==> config.mk <==
export PLATFORM = sky130hd
export DESIGN_NAME = fp_div_result_collector
export DESIGN_NICKNAME = d
export VERILOG_FILES = /design/src/rtl/fp_div_pkg.sv /design/src/rtl/fp_div_result_fifo.sv /design/src/rtl/fp_div_result_collector.sv
export SDC_FILE = /design/constraint.sdc
export NUM_CORES = 1
export LEC_CHECK = 0
export CAP_MARGIN = 40
export CORE_MARGIN = 2
export CORE_UTILIZATION = 52
export DETAILED_ROUTE_END_ITERATION = 12
export HOLD_SLACK_MARGIN = 0.06
export PLACE_DENSITY_LB_ADDON = 0.05
export SYNTH_ARGS = -nofsm -noshare
export SYNTH_HDL_FRONTEND = slang
export SYNTH_SLANG_ARGS = --single-unit
==> constraint.sdc <==
create_clock -name clk -period 2.2 [get_ports clk]
set_input_delay 0.44 -clock clk [delete_from_list [all_inputs] [get_ports clk]]
set_output_delay 0.44 -clock clk [all_outputs]
set_load 0.05 [all_outputs]
**Signal wires on met2**

Bar = 50 um.
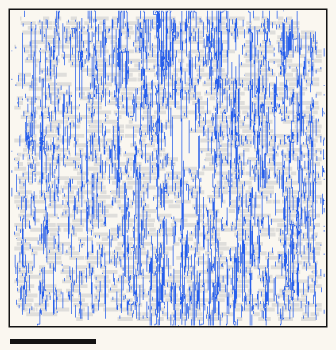
main direction: vertical
share of all routed wire: 48%
final WL: 32,300 um
met2 Track Usage GR: 0.316

**M4 wires**

Bar = 50 um.
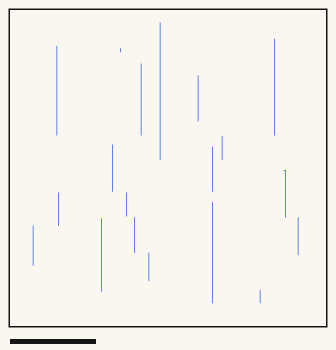
main direction: vertical
wire length on this layer: 574 um
nets with wire on the layer: 7
longest straight run: 79.6 um
vias: 8,867

**Metal 3**

Bar = 50 um.
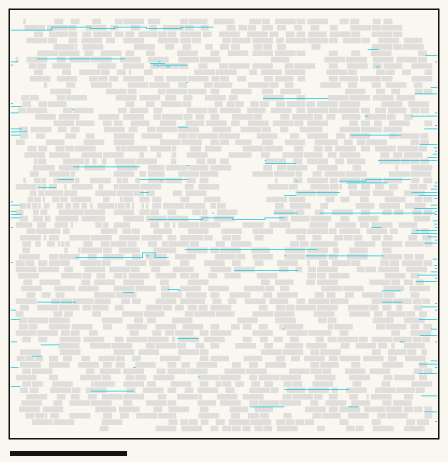
longest straight run: 56.6 um
share of all routed wire: 3.3%
main direction: horizontal
nets with wire on the layer: 88
M3 GR Usage: 0.0272

**Met1 routing**

Bar = 50 um.
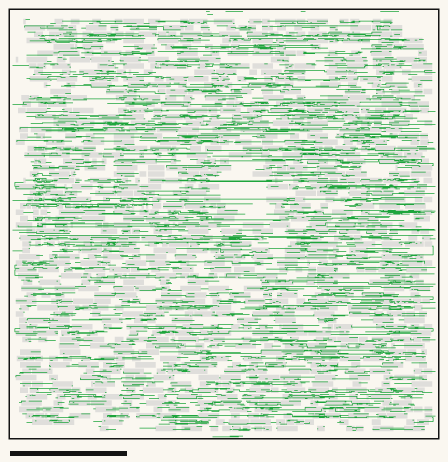
longest straight run: 62.6 um
share of all routed wire: 47%
nets with wire on the layer: 1,117
wire length on this layer: 15,200 um
main direction: horizontal
met1 Use GR: 0.288

**Routing congestion map**

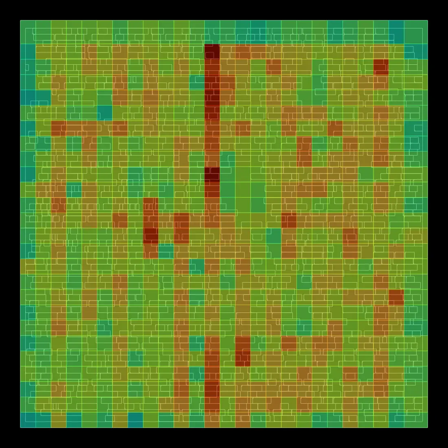
GRT busiest layer: met2
total track usage: 0.196
wire per inst: 20.2 um

==> flow_summary.yaml <==
# yosys + openroad results
setup_path:
  r2r_slack_ps: -30
  critical_path_class: "reg2out"
  cp.arrival_ps: 2060
  worstSetupPathDepth: 4
  crit_buf_inv: 3
  reg2reg_depth: 6
  end_kind: "output port"
place:
  dp.cells: 1506
  port_buffers: 146
  place_congestion: 0.725
  pre_cts_ws_ps: -103
  dpl_cell_area_um2: 18700
timing:
  fin_ws_ps: -300
  finalSetupViolCount: 72
  final-max-slew-violation-count: 0
  fin_tns_setup_ps: -19160
  tightest_slew_ps: 735
  fin_worst_skew_ps: 16.3
logic_synthesis:
  top_logic_kind: "multiplexers"
  aoi_share: 0.00278
  syn_avg_cell_area_um2: 17.0
  ys_cells: 981
  synth_cell_types: 34
  synth_top_area_share: 0.600
run_status:
  status: "finished with violations"
  violations: "setup timing"
global_route:
  grt_pass1_wl_um: 51800
cells_and_area:
  n_antenna_cell: 0
  fin_util: 0.660
  nNetsFinal: 1245
  final_cells: 1601
clocking:
  cts_buffers: 43
  tritoncts: "done"
  root_buffer: "clkbuf_16"
power:
  vdd_drop_max_mv: 0.613
  powerComb_mw: 1.15
  clockPowerShare: 0.431
floorplanning:
  dieArea_um2: 33500
  ios: 150
  floorplanUtilization: 0.528
route:
  ant_nets: 0
  first_pass_iters: 4
==> layout make-up <==
class,instances,area (um^2),area share
clock buffer,70,1340,0.0642
timing repair buffer,199,2450,0.118
inverter,4,15.0,0.000721
sequential,401,10000,0.482
tap,402,503,0.0242
clock inverter,10,111,0.00535
multi-input combinational,515,6360,0.306
==> cells in the mapped netlist, types with 2 or more instances <==
cell and instances:
clkbuf_1 11, nor3_1 2, ha_1 5, mux4_2 70, nand4b_1 2, mux2i_1 3
or3_1 2, xor2_1 6, nor2_1 8, nand2_1 5, inv_1 4, buf_4 3
dfrtp_1 400, nand2b_1 2, nor2b_1 16, buf_6 2, mux2_2 377, buf_1 5
xnor2_1 2, buf_2 42
Power and IR drop assume default switching activity.
